**Run 1: I/O pins on the die edge**

Pins as bars across the die edge, other pins in gray.
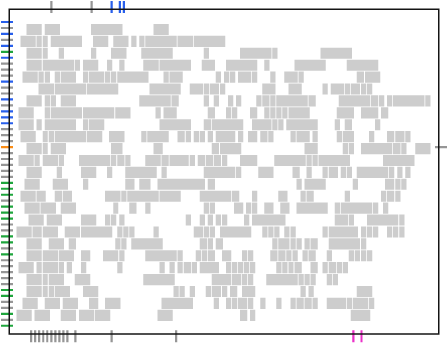
**Run 1: clock wires, drivers and flops**

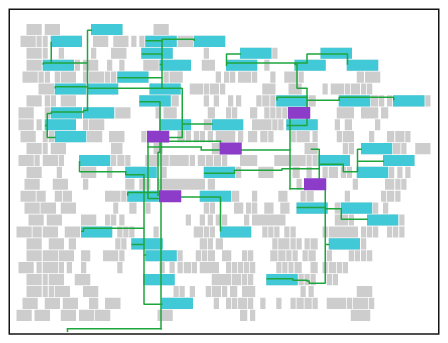
**Run 1: wiring by layer**

Bar = 20 um.
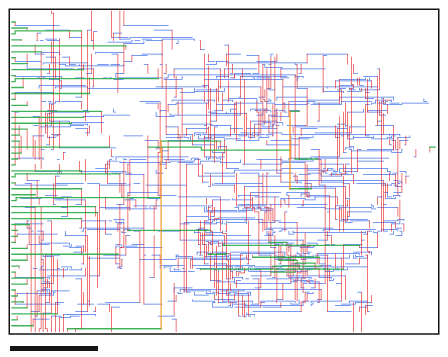
===== src/rtl/anim_sequencer_if.sv =====
// rtl/anim_sequencer_if.sv - pixel, control and ROM bus between the VGA path and the animation sequencer
interface anim_sequencer_if #(
    parameter int unsigned IDX_W   = 2,
    parameter int unsigned ADDR_W  = 14,
    parameter int unsigned COLOR_W = 12
);
    logic [11:0]        x;
    logic [11:0]        y;
    logic               start;
    logic               pause;
    logic [1:0]         mode;
    logic [ADDR_W-1:0]  rom_addr;
    logic [COLOR_W-1:0] rom_data;
    logic [COLOR_W-1:0] color_data;
    logic [IDX_W-1:0]   frame_idx;
    logic               frame_tick;
    logic               done;
    logic               busy;

    modport master (
        output x, y, start, pause, mode, rom_data,
        input  rom_addr, color_data, frame_idx, frame_tick, done, busy
    );

    modport slave (
        input  x, y, start, pause, mode, rom_data,
        output rom_addr, color_data, frame_idx, frame_tick, done, busy
    );
endinterface


===== src/rtl/anim_sequencer.sv =====
// rtl/anim_sequencer.sv - full-screen sprite animation sequencer (loop/ping-pong/one-shot) feeding VGA colour
// Optional macro ANIM_BLANK_FRAME_EN appends a virtual FILL_COLOR frame after the last stored frame.
module anim_sequencer #(
    parameter int unsigned         N_FRAMES     = 21,
    parameter int unsigned         FRAME_PERIOD = 2097152,
    parameter int unsigned         SCALE_SHIFT  = 4,
    parameter int unsigned         COL_W        = 6,
    parameter int unsigned         ROW_W        = 6,
    parameter int unsigned         ACTIVE_W     = 1024,
    parameter int unsigned         ACTIVE_H     = 1024,
    parameter int unsigned         COLOR_W      = 12,
    parameter logic [COLOR_W-1:0]  FILL_COLOR   = 12'hFFF
) (
    input  logic           vgaClk,
    input  logic           rst,
    anim_sequencer_if.slave bus
);
    localparam int unsigned IDX_W = $clog2(N_FRAMES + 1);
    localparam int unsigned DIV_W = $clog2(FRAME_PERIOD);
`ifdef ANIM_BLANK_FRAME_EN
    localparam int unsigned LAST_I = N_FRAMES;
`else
    localparam int unsigned LAST_I = N_FRAMES - 1;
`endif
    localparam logic [IDX_W-1:0] LAST    = IDX_W'(LAST_I);
    localparam logic [DIV_W-1:0] DIV_MAX = DIV_W'(FRAME_PERIOD - 1);

    typedef enum logic [1:0] {S_IDLE, S_PLAY, S_PAUSE, S_HOLD} state_t;

    state_t             state_q;
    logic [IDX_W-1:0]   idx_q;
    logic [IDX_W-1:0]   disp_q;
    logic [DIV_W-1:0]   div_q;
    logic               dir_q;
    logic               tick_q;
    logic               done_q;
    logic               busy_q;
    logic               act_q;
    logic               blank_q;
    logic [COLOR_W-1:0] color_q;

    logic [IDX_W-1:0]   idx_d;
    logic               dir_d;
    logic               finish_d;
    logic               blank_d;

    // Next index for the coming tick; dir_q=1 means counting down in ping-pong.
    always_comb begin
        idx_d    = idx_q;
        dir_d    = dir_q;
        finish_d = 1'b0;
        case (bus.mode)
            2'b01: begin
                if (LAST == '0) begin
                    idx_d = '0;
                end else if (!dir_q) begin
                    if (idx_q == LAST) begin
                        dir_d = 1'b1;
                        idx_d = idx_q - 1'b1;
                    end else begin
                        idx_d = idx_q + 1'b1;
                    end
                end else begin
                    if (idx_q == '0) begin
                        dir_d = 1'b0;
                        idx_d = IDX_W'(1);
                    end else begin
                        idx_d = idx_q - 1'b1;
                    end
                end
            end
            2'b10: begin
                if (idx_q == LAST) begin
                    finish_d = 1'b1;
                end else begin
                    idx_d = idx_q + 1'b1;
                end
            end
            default: begin
                dir_d = 1'b0;
                idx_d = (idx_q == LAST) ? '0 : idx_q + 1'b1;
            end
        endcase
    end

    always_ff @(posedge vgaClk) begin
        if (rst) begin
            state_q <= S_IDLE;
            idx_q   <= '0;
            dir_q   <= 1'b0;
            div_q   <= '0;
            tick_q  <= 1'b0;
            done_q  <= 1'b0;
            busy_q  <= 1'b0;
        end else begin
            tick_q <= 1'b0;
            done_q <= 1'b0;
            if (bus.start) begin
                state_q <= S_PLAY;
                idx_q   <= '0;
                dir_q   <= 1'b0;
                div_q   <= '0;
                busy_q  <= 1'b1;
            end else begin
                case (state_q)
                    S_PLAY, S_PAUSE: begin
                        if (bus.pause) begin
                            state_q <= S_PAUSE;
                        end else begin
                            state_q <= S_PLAY;
                            if (div_q == DIV_MAX) begin
                                div_q  <= '0;
                                tick_q <= 1'b1;
                                idx_q  <= idx_d;
                                dir_q  <= dir_d;
                                if (finish_d) begin
                                    state_q <= S_HOLD;
                                    done_q  <= 1'b1;
                                    busy_q  <= 1'b0;
                                end
                            end else begin
                                div_q <= div_q + 1'b1;
                            end
                        end
                    end
                    default: ;
                endcase
            end
        end
    end

`ifdef ANIM_BLANK_FRAME_EN
    assign blank_d = (disp_q == IDX_W'(N_FRAMES));
`else
    assign blank_d = 1'b0;
`endif

    // disp_q only follows idx_q at the top-left pixel so a frame never changes mid-scan.
    always_ff @(posedge vgaClk) begin
        if (rst) begin
            disp_q  <= '0;
            act_q   <= 1'b0;
            blank_q <= 1'b0;
            color_q <= FILL_COLOR;
        end else begin
            if (bus.x == '0 && bus.y == '0) begin
                disp_q <= idx_q;
            end
            act_q   <= (32'(bus.x) < ACTIVE_W) && (32'(bus.y) < ACTIVE_H);
            blank_q <= blank_d;
            color_q <= (state_q != S_IDLE && act_q && !blank_q) ? bus.rom_data : FILL_COLOR;
        end
    end

    assign bus.rom_addr   = {disp_q, bus.y[SCALE_SHIFT +: ROW_W], bus.x[SCALE_SHIFT +: COL_W]};
    assign bus.color_data = color_q;
    assign bus.frame_idx  = idx_q;
    assign bus.frame_tick = tick_q;
    assign bus.done       = done_q;
    assign bus.busy       = busy_q;
endmodule


===== src/flat_wrapper.sv =====
// flat-port wrapper written by rule: the top's interface ports become plain ports
module anim_sequencer_flat 
#(
    parameter int unsigned         N_FRAMES     = 21,
    parameter int unsigned         FRAME_PERIOD = 2097152,
    parameter int unsigned         SCALE_SHIFT  = 4,
    parameter int unsigned         COL_W        = 6,
    parameter int unsigned         ROW_W        = 6,
    parameter int unsigned         ACTIVE_W     = 1024,
    parameter int unsigned         ACTIVE_H     = 1024,
    parameter int unsigned         COLOR_W      = 12,
    parameter logic [COLOR_W-1:0]  FILL_COLOR   = 12'hFFF
)
  (vgaClk, rst, bus_x, bus_y, bus_start, bus_pause, bus_mode, bus_rom_data, bus_rom_addr, bus_color_data, bus_frame_idx, bus_frame_tick, bus_done, bus_busy);
  anim_sequencer_if #(.IDX_W((2)), .ADDR_W((14)), .COLOR_W(COLOR_W)) bus_i ();
  input  logic vgaClk;
  input  logic rst;
  input wire logic [$bits(bus_i.x)-1:0] bus_x;
  input wire logic [$bits(bus_i.y)-1:0] bus_y;
  input wire logic [$bits(bus_i.start)-1:0] bus_start;
  input wire logic [$bits(bus_i.pause)-1:0] bus_pause;
  input wire logic [$bits(bus_i.mode)-1:0] bus_mode;
  input wire logic [$bits(bus_i.rom_data)-1:0] bus_rom_data;
  output wire logic [$bits(bus_i.rom_addr)-1:0] bus_rom_addr;
  output wire logic [$bits(bus_i.color_data)-1:0] bus_color_data;
  output wire logic [$bits(bus_i.frame_idx)-1:0] bus_frame_idx;
  output wire logic [$bits(bus_i.frame_tick)-1:0] bus_frame_tick;
  output wire logic [$bits(bus_i.done)-1:0] bus_done;
  output wire logic [$bits(bus_i.busy)-1:0] bus_busy;
  assign bus_i.x = bus_x;
  assign bus_i.y = bus_y;
  assign bus_i.start = bus_start;
  assign bus_i.pause = bus_pause;
  assign bus_i.mode = bus_mode;
  assign bus_i.rom_data = bus_rom_data;
  assign bus_rom_addr = bus_i.rom_addr;
  assign bus_color_data = bus_i.color_data;
  assign bus_frame_idx = bus_i.frame_idx;
  assign bus_frame_tick = bus_i.frame_tick;
  assign bus_done = bus_i.done;
  assign bus_busy = bus_i.busy;
  anim_sequencer #(.N_FRAMES(N_FRAMES), .FRAME_PERIOD(FRAME_PERIOD), .SCALE_SHIFT(SCALE_SHIFT), .COL_W(COL_W), .ROW_W(ROW_W), .ACTIVE_W(ACTIVE_W), .ACTIVE_H(ACTIVE_H), .COLOR_W(COLOR_W), .FILL_COLOR(FILL_COLOR)) u_core (.vgaClk(vgaClk), .rst(rst), .bus(bus_i));
endmodule

===== config.mk =====
export PLATFORM = sky130hd
export DESIGN_NAME = anim_sequencer_flat
export DESIGN_NICKNAME = d
export VERILOG_FILES = /design/src/rtl/anim_sequencer_if.sv /design/src/rtl/anim_sequencer.sv /design/src/flat_wrapper.sv
export SDC_FILE = /design/constraint.sdc
export NUM_CORES = 1
export LEC_CHECK = 0
export ABC_AREA = 1
export CELL_PAD_IN_SITES_DETAIL_PLACEMENT = 0
export CELL_PAD_IN_SITES_GLOBAL_PLACEMENT = 1
export CORE_ASPECT_RATIO = 0.75
export CORE_UTILIZATION = 37
export CTS_BUF_LIST = sky130_fd_sc_hd__clkbuf_8
export DETAILED_ROUTE_END_ITERATION = 8
export HOLD_SLACK_MARGIN = 0.02
export PLACE_DENSITY_LB_ADDON = 0.3
export SYNTH_ARGS = -nofsm -noshare
export SYNTH_HDL_FRONTEND = slang
export SYNTH_SLANG_ARGS = --single-unit

===== constraint.sdc =====
create_clock -name vgaClk -period 2.73 [get_ports vgaClk]
set_input_delay 0.4095 -clock vgaClk [delete_from_list [all_inputs] [get_ports vgaClk]]
set_output_delay 0.4095 -clock vgaClk [all_outputs]
set_load 0.01 [all_outputs]

==> flow_summary_export.csv, run 1 <==
group,metric,value,unit
outcome,run_status,"completed",
synthesis,yosys_most_used_dff,"sky130_fd_sc_hd__dfxtp_1",
global_routing,via_count_of_the_first_global_routing_pass,2140,
flow_run,maxCapViolations,0,
final_timing,final-max-slew-violation-count,0,
die,die_height,73.8,um
place,pre_cts_slack,0.610,ns
place,place_hpwl,4720,um
drt,drcViolationCount,0,
place,port_buffers,72,
critical_path,worst-endpoint-arrival,2.16,ns
synthesis,yosysSeqAreaShare,37.0,%
place,gpl.final_weighted_congestion,0.834,
drt,drt.antenna.violating_nets,0,
synthesis,yosys-top-cells-count,"99 x sky130_fd_sc_hd__nand2_1, 58 x sky130_fd_sc_hd__nor2_1, 52 x sky130_fd_sc_hd__inv_1, 47 x sky130_fd_sc_hd__dfxtp_1, 23 x sky130_fd_sc_hd__nand3_1",
drt,detail_route.first_pass.iterations,4,
cts,cts_tree,"done",
layout,antennaDiodeCount,0,
synthesis,synth.net_count,419,
critical_path,critical_path.n_buffers_inverters,2,
layout,layout.cells.most_common_list,"99 x sky130_fd_sc_hd__nand2_1, 72 x sky130_fd_sc_hd__clkdlybuf4s50_1, 58 x sky130_fd_sc_hd__nor2_1",
final_timing,worst_slew_pin_tran,0.455,ns
global_routing,global_route.overflow_total,0,
critical_path,worst_ep_required_time,2.94,ns
synthesis,topCellsByArea,"sky130_fd_sc_hd__dfxtp_1 37%, sky130_fd_sc_hd__nand2_1 15%, sky130_fd_sc_hd__nor2_1 8.6%",
final_timing,setup_total_neg_slack,0,ns
critical_path,critPathKind,"register to register",
cts,postCtsHoldBufs,0,
hold_path,hp-class,"register to register",
critical_path,critical-path-max-stage-delay,0.34,ns
final_timing,timing.slew.headroom,69.6,%
synthesis,average_size_of_a_mapped_cell,6.86,um^2
pwr,power-per-cell-area,412,mW/mm^2
pwr,finalPower,0.00138,W
critical_path,path_depth,9,
final_timing,grt_setup_unrepaired,"false",
critical_path,crit-reg2reg-launch,"u_core.state_q[1]",
pwr,internal-power,0.00106,W
Back to the opening pictures, 'I/O pins on the die edge':
green -> bus_rom_addr  # pins 14, direction output, edge left
orange -> bus_pause  # pins 1, direction input, edge left
blue -> bus_color_data  # pins 12, direction output, edge 9 left, 3 top
magenta -> bus_mode  # pins 2, direction input, edge bottom

Back to the opening pictures, 'clock wires, drivers and flops':
cyan -> flip-flops  # count 47
green -> clock wires  # length 633 um
purple -> cells driving clock nets  # count 5
routed clock nets = 6
worst setup skew after layout: 0.00771 ns
Late-Pin Clk Latency: 0.30 ns
part of the power in the clock network: 38.6%
clock group power: 0.000533 W

Back to the opening pictures, 'wiring by layer':
red -> met2  # wire length 2,310 um
orange -> met4  # wire length 60.5 um
blue -> met1  # wire length 2,950 um
green -> met3  # wire length 658 um
detailed-route via count: 2,337
all-layer global routing usage: 17.6%
Routed wire per std cell: 11.6 um
post-detailed-routing wire length: 5970 um

-- run 1: power by group through the flow --
stage	Combinational [W]	Sequential (W)	Clock, W
2_1_floorplan	0.0000704	0.000709	0
3_3_place_gp	0.000157	0.000708	0
3_5_place_dp	0.000158	0.000708	0
4_1_cts	0.000159	0.000692	0.000545
5_1_grt	0.000174	0.000693	0.000575
6_report	0.000158	0.000692	0.000533
-- run 1: logic make-up (layout without fill, tap and decap cells) --
kind of cell	after synthesis	count (layout)	synth area share, %
compound gates	17	17	3.54
flops	47	47	37.0
xor+xnor	11	11	3.79
buf+inv	74	138	13.7
simple gates	216	216	39.1
fa+ha+maj	6	6	2.95
-- run 1: routing by layer --
| metal | share of wire [%] | vias up | track usage [%] |
|---|---|---|---|
| li1 | - | 1264 | - |
| met1 | 49 | 987 | 22.9 |
| met2 | 39 | 81 | 26.2 |
| met3 | 11 | 5 | 7.71 |
| met4 | 1.0 | 0 | 5.56 |
| met5 | 0 | - | 0 |
-- run 1: worst reg2reg max path, stage by stage (launching register included) --
cell	delay, ns
sky130_fd_sc_hd__dfxtp_1	0.34
sky130_fd_sc_hd__inv_1	0.05
sky130_fd_sc_hd__ha_1	0.31
sky130_fd_sc_hd__nand2_2	0.15
sky130_fd_sc_hd__inv_2	0.20
sky130_fd_sc_hd__nand3_1	0.18
sky130_fd_sc_hd__nor2_1	0.26
sky130_fd_sc_hd__nand4_1	0.17
sky130_fd_sc_hd__nor2_1	0.16
sky130_fd_sc_hd__nor2_1	0.05
-- run 1: final cells by class --
cell class | count | area, um^2
fill | 662 | 3120
multi-input combinational | 250 | 1250
sequential | 47 | 941
timing repair buffer | 74 | 736
inverter | 56 | 210
tap | 81 | 101
clock buffer | 5 | 68.8
clock inverter | 3 | 47.5
-- run 1: worst min path at each step --
stage / from / endpoint / slack (ns)
after floorplan: u_core.act_q / u_core.bus.color_data[0] / 0.44
after global placement: u_core.bus.busy / u_core.bus.busy / 0.45
after detailed placement: u_core.bus.busy / u_core.bus.busy / 0.46
after CTS: u_core.bus.busy / u_core.bus.busy / 0.48
after global routing: u_core.bus.busy / u_core.bus.busy / 0.50
final: u_core.bus.busy / u_core.bus.busy / 0.48
-- run 1: sequential cells by signal, indices dropped and copies added, names as in the netlist --
signal and flops:
u_core.act_q 1, u_core.bus.busy 1, u_core.bus.color_data 12, u_core.bus.done 1
u_core.bus.frame_tick 1, u_core.dir_q 1, u_core.disp_q 2, u_core.div_q 21
u_core.idx_q 5, u_core.state_q 2
-- run 1: stage by stage --
step           area [um^2]  utilization, %
6_report              3360            51.9
5_1_grt               3360            51.9
4_1_cts               3360            51.9
3_5_place_dp          3240            50.1
3_3_place_gp          3240            50.1
2_1_floorplan         2540               -
**Run 1: I/O nets highlighted**

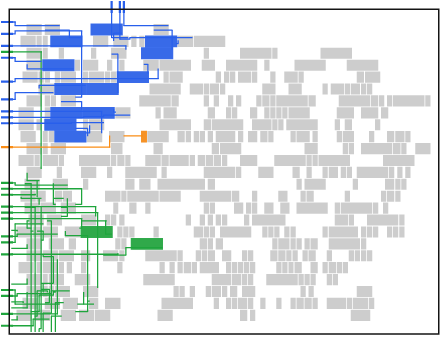

==> run 2, diff against run 1 <==
CORE_UTILIZATION = 34   (was 37)
clock period = 1.9 ns   (was 2.73 ns; I/O delays follow)
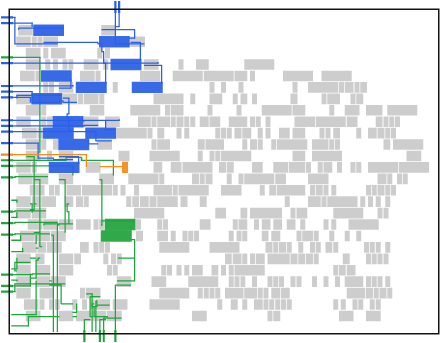
**Above:** run 2 (I/O nets highlighted).
green -> bus_rom_addr  # bits 14, direction output, edge 10 left, 4 bottom, end cells 2, buffers 26, wire 437 um
blue -> bus_color_data  # bits 12, direction output, edge 10 left, 2 top, end cells 12, buffers 12, wire 310 um
orange -> bus_pause  # bits 1, direction input, edge left, end cells 1, buffers 1, wire 26.3 um
number of top-level pins: 73
count of input and output buffers: 72

==> flow_summary_export.csv, run 2 <==
group,metric,value,unit
final_timing,finalClockSkew,0.00563,ns
final_timing,setup_total_neg_slack,0,ns
final_timing,timing.slew.headroom,75.7,%
place,gpl.final_weighted_congestion,0.831,
drt,num_vias,2337,
synthesis,topCellsByArea,"sky130_fd_sc_hd__dfxtp_1 37%, sky130_fd_sc_hd__nand2_1 15%, sky130_fd_sc_hd__nor2_1 8.6%",
critical_path,worst-endpoint-arrival,1.90,ns
global_routing,global_route.overflow_total,0,
synthesis,average_size_of_a_mapped_cell,6.86,um^2
die,die_height,76.9,um
layout,antennaDiodeCount,0,
hold_path,hp-class,"register to register",
drt,wl_per_cell,10.9,um
drt,dr_wl_met3,492,um
place,place_hpwl,4680,um
synthesis,yosys-top-cells-count,"99 x sky130_fd_sc_hd__nand2_1, 58 x sky130_fd_sc_hd__nor2_1, 52 x sky130_fd_sc_hd__inv_1, 47 x sky130_fd_sc_hd__dfxtp_1, 23 x sky130_fd_sc_hd__nand3_1",
drt,drt.antenna.violating_nets,0,
layout,largest-register,"u_core.div_q",
final_timing,worst_slew_pin_tran,0.364,ns
flow_run,maxCapViolations,0,
drt,totalWireLength,5890,um
global_routing,via_count_of_the_first_global_routing_pass,2216,
drt,topRoutingLayerUsed,"met4",
drt,drt-met1-wl,3150,um
synthesis,yosysSeqAreaShare,37.0,%
drt,met2_length,2180,um
cts,clock_latency,0.31,ns
critical_path,worst_ep_required_time,2.11,ns
synthesis,synth.net_count,419,
drt,detail_route.first_pass.iterations,4,
final_timing,grt_setup_unrepaired,"false",
synthesis,yosys_most_used_dff,"sky130_fd_sc_hd__dfxtp_1",
outcome,run_status,"completed",
run 2: cell counts after synthesis:
Identical to the previous run, type by type.
run 2: cell type report:
class / count / area, um^2 / area share, %
Clock buffer: 5 / 68.8 / 2.01
Clock inverter: 3 / 25.0 / 0.730
Inverter: 56 / 210 / 6.14
Multi-Input combinational cell: 250 / 1260 / 36.9
Sequential cell: 47 / 941 / 27.5
Tap cell: 98 / 123 / 3.58
Timing Repair Buffer: 82 / 796 / 23.2
run 2: power breakdown:
group / internal [W] / switching [W]
clock: 0.000269 / 0.000369
combinational: 0.000136 / 0.0000991
sequential: 0.000991 / 0.00000298
run 2: per-stage QoR:
| stage | utilization (%) | area (um^2) | total power [W] | setup WS, ns | std cells |
|---|---|---|---|---|---|
| after floorplan | - | 2540 | 0.00112 | 0.279 | 371 |
| after global placement | 47.3 | 3320 | 0.00125 | 0.0926 | 533 |
| after detailed placement | 47.3 | 3320 | 0.00125 | 0.0349 | 533 |
| after CTS | 48.6 | 3420 | 0.00190 | 0.157 | 541 |
| after global routing | 48.8 | 3430 | 0.00197 | 0.00487 | 541 |
| final | 48.8 | 3430 | 0.00187 | 0.204 | 541 |
run 2: final timing paths:
kind | from | end | slack, ns | cells after the start
worst min-delay path | u_core.bus.busy | u_core.bus.busy | 0.48 | 2
worst max register to register | u_core.idx_q[0] | u_core.idx_q[3] | 0.20 | 11
worst max-delay path | u_core.idx_q[0] | u_core.idx_q[3] | 0.20 | 11
worst min register to register | u_core.bus.busy | u_core.bus.busy | 0.48 | 2
run 2: critical path, cell delays in order, from the launching register on:
cell,delay [ns]
sky130_fd_sc_hd__dfxtp_1,0.32
sky130_fd_sc_hd__inv_1,0.15
sky130_fd_sc_hd__ha_2,0.25
sky130_fd_sc_hd__nand2_1,0.08
sky130_fd_sc_hd__inv_1,0.07
sky130_fd_sc_hd__nand2_1,0.15
sky130_fd_sc_hd__nor2_2,0.19
sky130_fd_sc_hd__inv_2,0.07
sky130_fd_sc_hd__nand4_4,0.13
sky130_fd_sc_hd__inv_1,0.06
sky130_fd_sc_hd__nand3_1,0.08
sky130_fd_sc_hd__nand2_1,0.05
run 2: kinds of logic (layout without fill, tap and decap cells):
| group | Yosys count | in the layout | synth area share (%) |
|---|---|---|---|
| flops | 47 | 47 | 37.0 |
| buf+inv | 74 | 146 | 13.7 |
| simple gates | 216 | 216 | 39.1 |
| compound gates | 17 | 17 | 3.54 |
| xor+xnor | 11 | 11 | 3.79 |
| fa+ha+maj | 6 | 6 | 2.95 |
run 2: what timing repair did:
action,CTS,global route
resized,0,3
hold buffers,0,0
setup endpoints to repair,0,6
run 2: per-layer routing:
layer  up-vias  GRT usage (%)
met5         -              0
met4         0           5.14
met3         6           6.47
met2        80           22.8
met1       972           24.0
li1       1279              -
**Run 2: clock wires, drivers and flops**

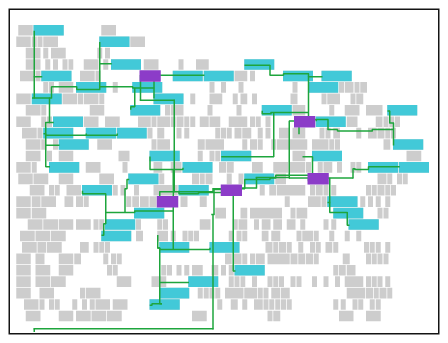

==> run 3, diff against run 2 <==
CORE_ASPECT_RATIO = 0.6   (was 0.75)
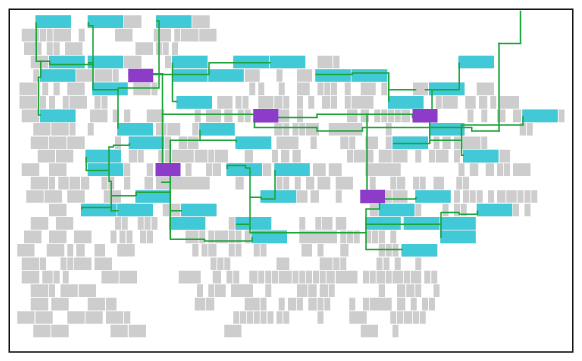
**Above:** run 3 (clock wires, drivers and flops).
part of the power in the clock network: 37.6%
Late-Pin Clk Latency: 0.31 ns
worst setup skew after layout: 0.00763 ns
clock group power: 0.000744 W

==> flow_summary_export.csv, run 3 <==
group,metric,value,unit
flow_run,maxCapViolations,0,
layout,layout.core_utilization,48.0,%
synthesis,topCellsByArea,"sky130_fd_sc_hd__dfxtp_1 37%, sky130_fd_sc_hd__nand2_1 15%, sky130_fd_sc_hd__nor2_1 8.6%",
final_timing,worst_slew_pin_tran,0.368,ns
layout,largest_reg_flops,21,
cts,postCtsHoldBufs,0,
drt,drt.antenna.violating_nets,0,
final_timing,timing.slew.headroom,75.5,%
pwr,share_seq_of_total_power,50.3,%
cts,cts_tree,"done",
global_routing,grt.total_usage,17.2,%
synthesis,yosys_most_used_dff,"sky130_fd_sc_hd__dfxtp_1",
final_timing,setup_total_neg_slack,0,ns
layout,layout.cells.most_common_list,"99 x sky130_fd_sc_hd__nand2_1, 72 x sky130_fd_sc_hd__clkdlybuf4s50_1, 58 x sky130_fd_sc_hd__nor2_1",
outcome,run_status,"completed",
die,die_height,69,um
die,top_level_ports,73,
synthesis,average_size_of_a_mapped_cell,6.86,um^2
drt,totalWireLength,6220,um
synthesis,synth.net_count,419,
pwr,sw_frac_of_total,23.1,%
final_timing,grt_setup_unrepaired,"false",
critical_path,critPathKind,"register to register",
drt,drcViolationCount,0,
global_routing,via_count_of_the_first_global_routing_pass,2278,
drt,wl_per_cell,11.3,um
final_timing,final-max-slew-violation-count,0,
global_routing,global_route.overflow_total,0,
layout,antennaDiodeCount,0,
drt,num_vias,2422,
cts,cts_resized,0,
final_timing,worst_slack,0.225,ns
synthesis,yosys-top-cells-count,"99 x sky130_fd_sc_hd__nand2_1, 58 x sky130_fd_sc_hd__nor2_1, 52 x sky130_fd_sc_hd__inv_1, 47 x sky130_fd_sc_hd__dfxtp_1, 23 x sky130_fd_sc_hd__nand3_1",
layout,largest-register,"u_core.div_q",
drt,detail_route.first_pass.iterations,4,
pwr,comb_power_share,12.1,%
pwr,power_switching,0.000457,W
critical_path,worst-endpoint-arrival,1.93,ns
pwr,power-per-cell-area,569,mW/mm^2
## run 3: power by group through the flow
stage / Clock (W) / Combinational (W) / Sequential [W]
global placement: 0 / 0.000239 / 0.00102
CTS: 0.000764 / 0.000240 / 0.000995
floorplan: 0 / 0.000101 / 0.00102
global route: 0.000808 / 0.000265 / 0.000996
detailed placement: 0 / 0.000239 / 0.00102
finish: 0.000744 / 0.000240 / 0.000995
## run 3: metal layers
metal / global-route usage (%) / share of wire, % / up-vias
li1: - / - / 1291
met1: 24.9 / 51 / 1036
met2: 23.5 / 37 / 88
met3: 7.04 / 11 / 7
met4: 3.51 / 0.87 / 0
met5: 0 / 0 / -
## run 3: cell families after synthesis
| logic type | Yosys count | synth area share [%] |
|---|---|---|
| compound gates | 17 | 3.54 |
| flops | 47 | 37.0 |
| buf+inv | 74 | 13.7 |
| fa+ha+maj | 6 | 2.95 |
| simple gates | 216 | 39.1 |
| xor+xnor | 11 | 3.79 |
## run 3: final cells by class
type | count | area, um^2
Timing Repair Buffer | 86 | 826
Fill cell | 736 | 3760
Clock inverter | 3 | 43.8
Sequential cell | 47 | 941
Tap cell | 104 | 130
Multi-Input combinational cell | 250 | 1250
Inverter | 56 | 210
Clock buffer | 5 | 68.8
## run 3: through the flow
| stage | power [W] | std cells |
|---|---|---|
| final | 0.00198 | 551 |
| after global routing | 0.00207 | 551 |
| after CTS | 0.00200 | 551 |
| after detailed placement | 0.00126 | 543 |
| after global placement | 0.00126 | 543 |
| after floorplan | 0.00112 | 371 |
## run 3: path summary, 6_finish.rpt
path / start / end / slack [ns] / cells after the start
worst max-delay path: u_core.state_q[1] / u_core.div_q[17] / 0.22 / 10
worst min-delay path: u_core.bus.busy / u_core.bus.busy / 0.49 / 2
worst max register to register: u_core.state_q[1] / u_core.div_q[17] / 0.22 / 10
worst min register to register: u_core.bus.busy / u_core.bus.busy / 0.49 / 2
## run 3: worst max-delay path, cell delays in order, from the launching register on
cell,delay (ns)
sky130_fd_sc_hd__dfxtp_1,0.34
sky130_fd_sc_hd__inv_1,0.05
sky130_fd_sc_hd__ha_1,0.31
sky130_fd_sc_hd__nand2_2,0.12
sky130_fd_sc_hd__nor2_2,0.18
sky130_fd_sc_hd__nand4_2,0.16
sky130_fd_sc_hd__nor2_2,0.19
sky130_fd_sc_hd__nand2_1,0.09
sky130_fd_sc_hd__nand2_1,0.06
sky130_fd_sc_hd__nand2_1,0.05
sky130_fd_sc_hd__nor2_1,0.07
Power is estimated from default activity; no workload was simulated.
